Fig. 1: met1 routing
Scale bar: 20 µm. Supply wires on this layer in grey.
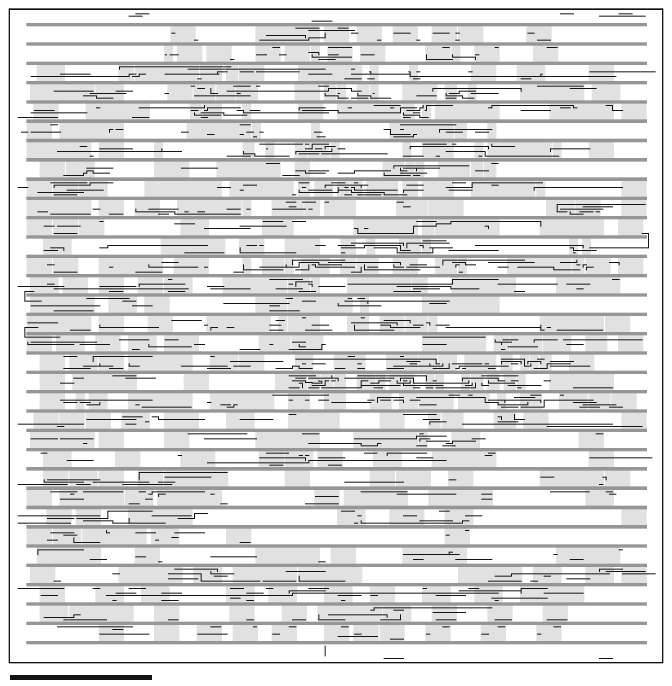
Fig. 2: port wiring
Scale bar: 20 µm.
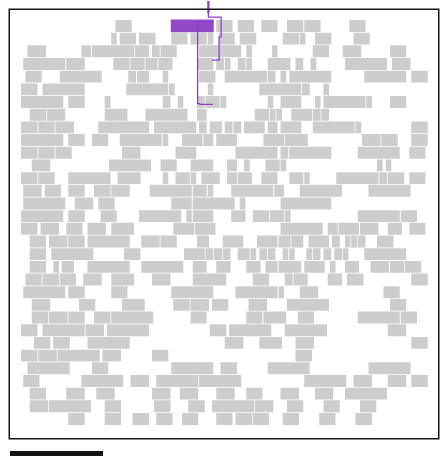
Fig. 3: routing congestion
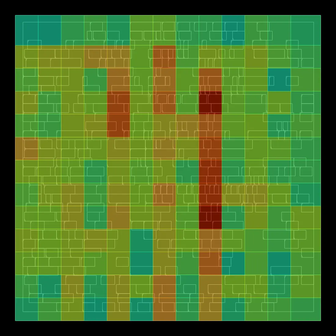
Fig. 4: register map, names as in the netlist
Scale bar: 20 µm. Other sequential cells in the stronger grey, the rest of the logic in the fainter grey.
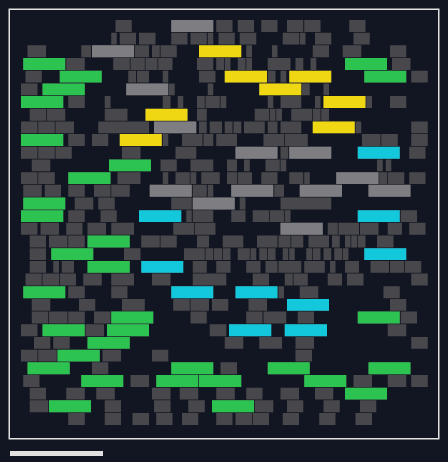
Fig. 5: wiring by layer
Two of the layers only.
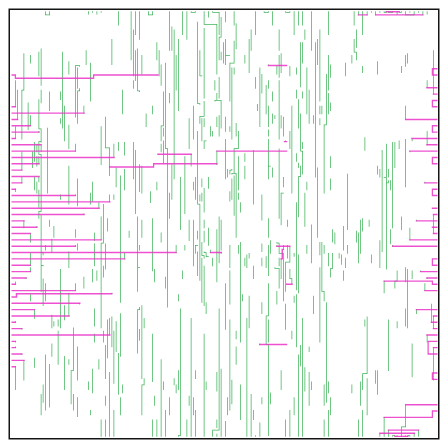
===== src/rtl/vread_fill_pkg.sv =====
`default_nettype none
// ============================================================================
// Module   : vread_fill_pkg
// Purpose  : Shared versat definitions for the vread_fill block: FSM state
//            encoding, external/internal address widths and the beat-length
//            field width.
// Ports    : none (package)
// Revision : 1.0 - initial release
// ============================================================================
package vread_fill_pkg;

  localparam int IO_ADDR_W  = 32;
  localparam int MEM_ADDR_W = 10;
  localparam int LEN_W      = 8;

  typedef enum logic [1:0] {
    ST_IDLE  = 2'd0,
    ST_BURST = 2'd1,
    ST_DONE  = 2'd2
  } state_t;

endpackage
`default_nettype wire


===== src/rtl/vread_fill_addr_calc.sv =====
`default_nettype none
// ============================================================================
// Module   : fill_addr_calc
// Purpose  : Internal memory write address for the current beat:
//            base + offset, wrapping modulo 2^ADDR_W. In ping-pong mode the
//            base MSB is replaced by the active ping-pong half.
// Ports    : i_int_addr   - latched internal base address
//            i_pp_en      - latched ping-pong enable
//            i_pp_state   - current ping-pong half
//            i_offset     - beat count (offset from base)
//            o_addr       - resulting memory address
// Revision : 1.0 - initial release
// ============================================================================
module fill_addr_calc #(
  parameter int ADDR_W = 10,
  parameter int LEN_W  = 8
) (
  input  logic [ADDR_W-1:0] i_int_addr,
  input  logic              i_pp_en,
  input  logic              i_pp_state,
  input  logic [LEN_W-1:0]  i_offset,
  output logic [ADDR_W-1:0] o_addr
);

  logic [ADDR_W-1:0]       w_base;
  logic [ADDR_W+LEN_W-1:0] w_sum;

  always_comb begin
    w_base = i_int_addr;
    if (i_pp_en) begin
      w_base[ADDR_W-1] = i_pp_state;
    end
  end

  // Sum computed wide enough for either operand, then truncated so the
  // address wraps around the top of the internal memory.
  assign w_sum  = {{LEN_W{1'b0}}, w_base} + {{ADDR_W{1'b0}}, i_offset};
  assign o_addr = w_sum[ADDR_W-1:0];

endmodule
`default_nettype wire


===== src/rtl/vread_fill.sv =====
`default_nettype none
// ============================================================================
// Module   : vread_fill
// Purpose  : Reads a burst of (length+1) beats from an external data bus and
//            writes them into internal memory at consecutive addresses, with
//            optional ping-pong double buffering and protocol error flagging.
// Ports    : clk, rst            - clock, asynchronous active-high reset
//            run                 - start pulse (accepted in IDLE/DONE)
//            done, err           - idle/complete flag, sticky protocol error
//            databus_*           - external read bus (valid/ready/addr/len/
//                                  rdata/last)
//            mem_write/addr/wdata- internal memory write port
//            ext_addr, int_addr, length, ping_pong - configuration, sampled
//                                  on an accepted run
//            pp_state            - ping-pong half currently being written
// Revision : 1.0 - initial release
// ============================================================================
module vread_fill #(
  parameter int DATA_W    = 32,
  parameter int ADDR_W    = vread_fill_pkg::MEM_ADDR_W,
  parameter int IO_ADDR_W = vread_fill_pkg::IO_ADDR_W
) (
  input  logic                             clk,
  input  logic                             rst,
  input  logic                             run,
  output logic                             done,
  output logic                             err,
  output logic                             databus_valid,
  input  logic                             databus_ready,
  output logic [IO_ADDR_W-1:0]             databus_addr,
  input  logic [DATA_W-1:0]                databus_rdata,
  output logic [vread_fill_pkg::LEN_W-1:0] databus_len,
  input  logic                             databus_last,
  output logic                             mem_write,
  output logic [ADDR_W-1:0]                mem_addr,
  output logic [DATA_W-1:0]                mem_wdata,
  input  logic [IO_ADDR_W-1:0]             ext_addr,
  input  logic [ADDR_W-1:0]                int_addr,
  input  logic [vread_fill_pkg::LEN_W-1:0] length,
  input  logic                             ping_pong,
  output logic                             pp_state
);

  import vread_fill_pkg::*;

  state_t               r_state;
  state_t               w_state_nxt;
  logic                 w_run_acc;
  logic                 w_beat;
  logic                 w_err_set;

  logic [IO_ADDR_W-1:0] r_ext_addr;
  logic [ADDR_W-1:0]    r_int_addr;
  logic [LEN_W-1:0]     r_len;
  logic                 r_pp_en;
  logic                 r_pp_state;
  logic [LEN_W-1:0]     r_beat_count;
  logic                 r_err;

  // --------------------------------------------------------------------------
  // FSM state register
  // --------------------------------------------------------------------------
  always_ff @(posedge clk or posedge rst) begin
    if (rst) begin
      r_state <= ST_IDLE;
    end else begin
      r_state <= w_state_nxt;
    end
  end

  // --------------------------------------------------------------------------
  // FSM next state and per-cycle strobes
  // --------------------------------------------------------------------------
  always_comb begin
    w_state_nxt = r_state;
    w_run_acc   = 1'b0;
    w_beat      = 1'b0;
    w_err_set   = 1'b0;
    case (r_state)
      ST_IDLE, ST_DONE: begin
        if (run) begin
          w_run_acc   = 1'b1;
          w_state_nxt = ST_BURST;
        end
      end
      ST_BURST: begin
        // databus_valid is high throughout BURST, so ready alone accepts.
        if (databus_ready) begin
          w_beat = 1'b1;
          if (databus_last) begin
            w_state_nxt = ST_DONE;
            w_err_set   = (r_beat_count < r_len);
          end else if (r_beat_count == r_len) begin
            // Final expected beat without a last marker: stop and flag.
            w_state_nxt = ST_DONE;
            w_err_set   = 1'b1;
          end
        end
      end
      default: w_state_nxt = ST_IDLE;
    endcase
  end

  // --------------------------------------------------------------------------
  // Configuration, beat counter, ping-pong and error flag
  // --------------------------------------------------------------------------
  always_ff @(posedge clk or posedge rst) begin
    if (rst) begin
      r_ext_addr   <= '0;
      r_int_addr   <= '0;
      r_len        <= '0;
      r_pp_en      <= 1'b0;
      r_pp_state   <= 1'b0;
      r_beat_count <= '0;
      r_err        <= 1'b0;
    end else if (w_run_acc) begin
      r_ext_addr   <= ext_addr;
      r_int_addr   <= int_addr;
      r_len        <= length;
      r_pp_en      <= ping_pong;
      r_pp_state   <= ping_pong ? ~r_pp_state : 1'b0;
      r_beat_count <= '0;
      r_err        <= 1'b0;
    end else if (w_beat) begin
      r_beat_count <= r_beat_count + 1'b1;
      if (w_err_set) begin
        r_err <= 1'b1;
      end
    end
  end

  fill_addr_calc #(
    .ADDR_W (ADDR_W),
    .LEN_W  (LEN_W)
  ) u_addr_calc (
    .i_int_addr (r_int_addr),
    .i_pp_en    (r_pp_en),
    .i_pp_state (r_pp_state),
    .i_offset   (r_beat_count),
    .o_addr     (mem_addr)
  );

  assign done          = (r_state != ST_BURST);
  assign databus_valid = (r_state == ST_BURST);
  assign err           = r_err;
  assign databus_addr  = r_ext_addr;
  assign databus_len   = r_len;
  assign pp_state      = r_pp_state;
  assign mem_write     = w_beat;
  assign mem_wdata     = databus_rdata;

endmodule
`default_nettype wire


===== config.mk =====
export PLATFORM = sky130hd
export DESIGN_NAME = vread_fill
export DESIGN_NICKNAME = d
export VERILOG_FILES = /design/src/rtl/vread_fill_pkg.sv /design/src/rtl/vread_fill_addr_calc.sv /design/src/rtl/vread_fill.sv
export SDC_FILE = /design/constraint.sdc
export NUM_CORES = 1
export LEC_CHECK = 0
export ABC_CLOCK_PERIOD_IN_PS = 6950
export CAP_MARGIN = 25
export CORE_MARGIN = 2
export CORE_UTILIZATION = 42
export CTS_CLUSTER_DIAMETER = 40
export CTS_CLUSTER_SIZE = 28
export DETAILED_ROUTE_END_ITERATION = 16
export GPL_ROUTABILITY_DRIVEN = 0
export PLACE_DENSITY_LB_ADDON = 0.25
export SYNTH_ARGS = -nofsm -noshare
export SYNTH_HDL_FRONTEND = slang
export SYNTH_SLANG_ARGS = --single-unit

===== constraint.sdc =====
create_clock -name clk -period 6.95 [get_ports clk]
set_clock_uncertainty 0.15 [all_clocks]
set_input_delay 1.39 -clock clk [delete_from_list [all_inputs] [get_ports clk]]
set_output_delay 1.39 -clock clk [all_outputs]
set_load 0.03 [all_outputs]

==> impl_metrics.env <==
# flow metrics
export IMPL_comb_area_um2=1310
export IMPL_path_max_fanout=5
export IMPL_yosysMostFrequentCell="dfrtp_1"
export IMPL_cp_depth=7
export IMPL_inv_count=13
export IMPL_timing_max_transition_violations_final=0
export IMPL_hold_viol_final=0
export IMPL_totalNegativeSetupSlack_ns=0
export IMPL_period_used_pct=65.2
export IMPL_cts_resized=0
export IMPL_min_to="pp_state"
export IMPL_yosys_area_um2=3240
export IMPL_setup_viol=0
export IMPL_grt_util_met2_pct=23.9
export IMPL_final_nonclk_buf_share_pct=25.4
export IMPL_combPwrFrac_pct=54.4
export IMPL_cts_tree="yes"
export IMPL_wl_met1_um=2740
export IMPL_ys_warn_count=0
export IMPL_hold_buffers=0
export IMPL_final_clkbuf_count=13
export IMPL_clockBufferDepth=2
export IMPL_cts_setup_buffers=0
export IMPL_path_delay_family="AND-OR/OR-AND gates"
export IMPL_status="completed"
export IMPL_crit_end="mem_addr[8]"
export IMPL_crit_start="r_beat_count[0]"
export IMPL_p_sw_w=0.000876
export IMPL_clk_latency_ns=0.33
export IMPL_top_area_cell="dfrtp_1"
export IMPL_overflow=0
export IMPL_final_common_cell="clkdlybuf4s50_1"
export IMPL_final_net_count=463
export IMPL_fin_crit_ns=4.53
export IMPL_drc=0
export IMPL_ys_seq_share_pct=48.7
export IMPL_internal_power_w=0.00130
export IMPL_r2r_cells=5
export IMPL_total_power_w=0.00217
export IMPL_dieWidth_um=91.8
export IMPL_dominant_cells="flip-flops and latches"
export IMPL_relSlewSlack_pct=46.8
export IMPL_synth_edff_count=0
export IMPL_firstDrtPassIters=4
export IMPL_buffers=112
export IMPL_worst_pin_slew_ns=0.799
export IMPL_rsz0062_at_grt="no"
export IMPL_die_h_um=91.8
export IMPL_dieArea_um2=8430
export IMPL_gr_usage_met3_pct=6.98
export IMPL_netlist_instances=275
export IMPL_ys_types=37
export IMPL_cap_violations=0
export IMPL_comb_share_pct=29.7
export IMPL_dp_hpwl_um=4400
export IMPL_async_flop_share_pct=100
export IMPL_grt_pass1_vias=2262
export IMPL_wl_met3_um=620
export IMPL_critPathArrivalTime_ns=2.99
export IMPL_cp_start_kind="flip-flop"
export IMPL_ys_sh_mux_pct=15.9
export IMPL_top_layer_used="met4"
export IMPL_numSynthFlops=63
export IMPL_ys_top_logic_family="multiplexers"
export IMPL_warnings=26
export IMPL_pwr_density_cell_nw_per_um2=494
export IMPL_cpPeakStageDelay_ns=0.68
export IMPL_ant_nets=0
export IMPL_critPathKind="reg -> out"
export IMPL_syn_cell_area_um2=3240
export IMPL_nFillCells=671
export IMPL_whs_ns=0.356
export IMPL_adder_share_pct=7.18
export IMPL_wl_met2_um=2870
export IMPL_grt_pass1_wl_um=10500
export IMPL_required_ns=5.41
export IMPL_flop_count=63
export IMPL_cp_cell_sequence="ha_1, fa_1, a21oi_1, o211ai_1, o41ai_1, xnor2_1, clkdlybuf4s50_1"
export IMPL_clkPwrFrac_pct=16.5
## Picture notes: Fig. 1
nets with wire on the layer: 371
main direction: horizontal
wire length on this layer: 2740 µm
share of all routed wire: 43%
DRT Wirelength: 6310 µm
routing usage on met1: 19.6%

## Picture notes: Fig. 2
legend:
  err:
    colour: purple
    direction: output
    end_cells: 1
    buffers: 1
    wire: 39.1 µm
I/O pins: 175
port buffer count: 110

## Picture notes: Fig. 3
GR Util All Layers: 15.8%
Wirelength per Cell: 13.6 µm

## Picture notes: Fig. 4
legend:
  r_int_addr:
    colour: cyan
    sequential_cells: 10
  databus_addr:
    colour: green
    sequential_cells: 32
    where: all over the die
  databus_len:
    colour: yellow
    sequential_cells: 8
P_seq: 0.000632 W
flop share of the area: 35.8%
Flop area: 1580 µm²

## Picture notes: Fig. 5
legend:
  metal 3:
    colour: magenta
    wire_length: 621 µm
  metal 2:
    colour: green
    wire_length: 2870 µm
via count: 2260

==> sequential cells by signal, indices dropped and copies added, names as in the netlist <==
name          flops
databus_addr     32
databus_len       8
err               1
pp_state          1
r_beat_count      8
r_int_addr       10
r_pp_en           1
r_state           2
==> per-stage QoR <==
step	area, µm²	utilization, %	std cells	setup slack (ns)
final	4400	57.8	464	2.42
after global routing	4400	57.8	464	2.28
after CTS	4400	57.8	464	2.40
after detailed placement	4180	54.9	448	2.41
after global placement	4180	54.9	448	2.44
after floorplan	3240	-	275	3.42
==> power groups by stage <==
stage	Sequential, W	Clock, W	Combinational, W
finish	0.000632	0.000359	0.00118
global route	0.000656	0.000392	0.00127
CTS	0.000635	0.000370	0.00120
detailed placement	0.000638	0	0.00119
global placement	0.000631	0	0.00119
floorplan	0.000877	0	0.000532
Power is estimated from default activity; no workload was simulated.
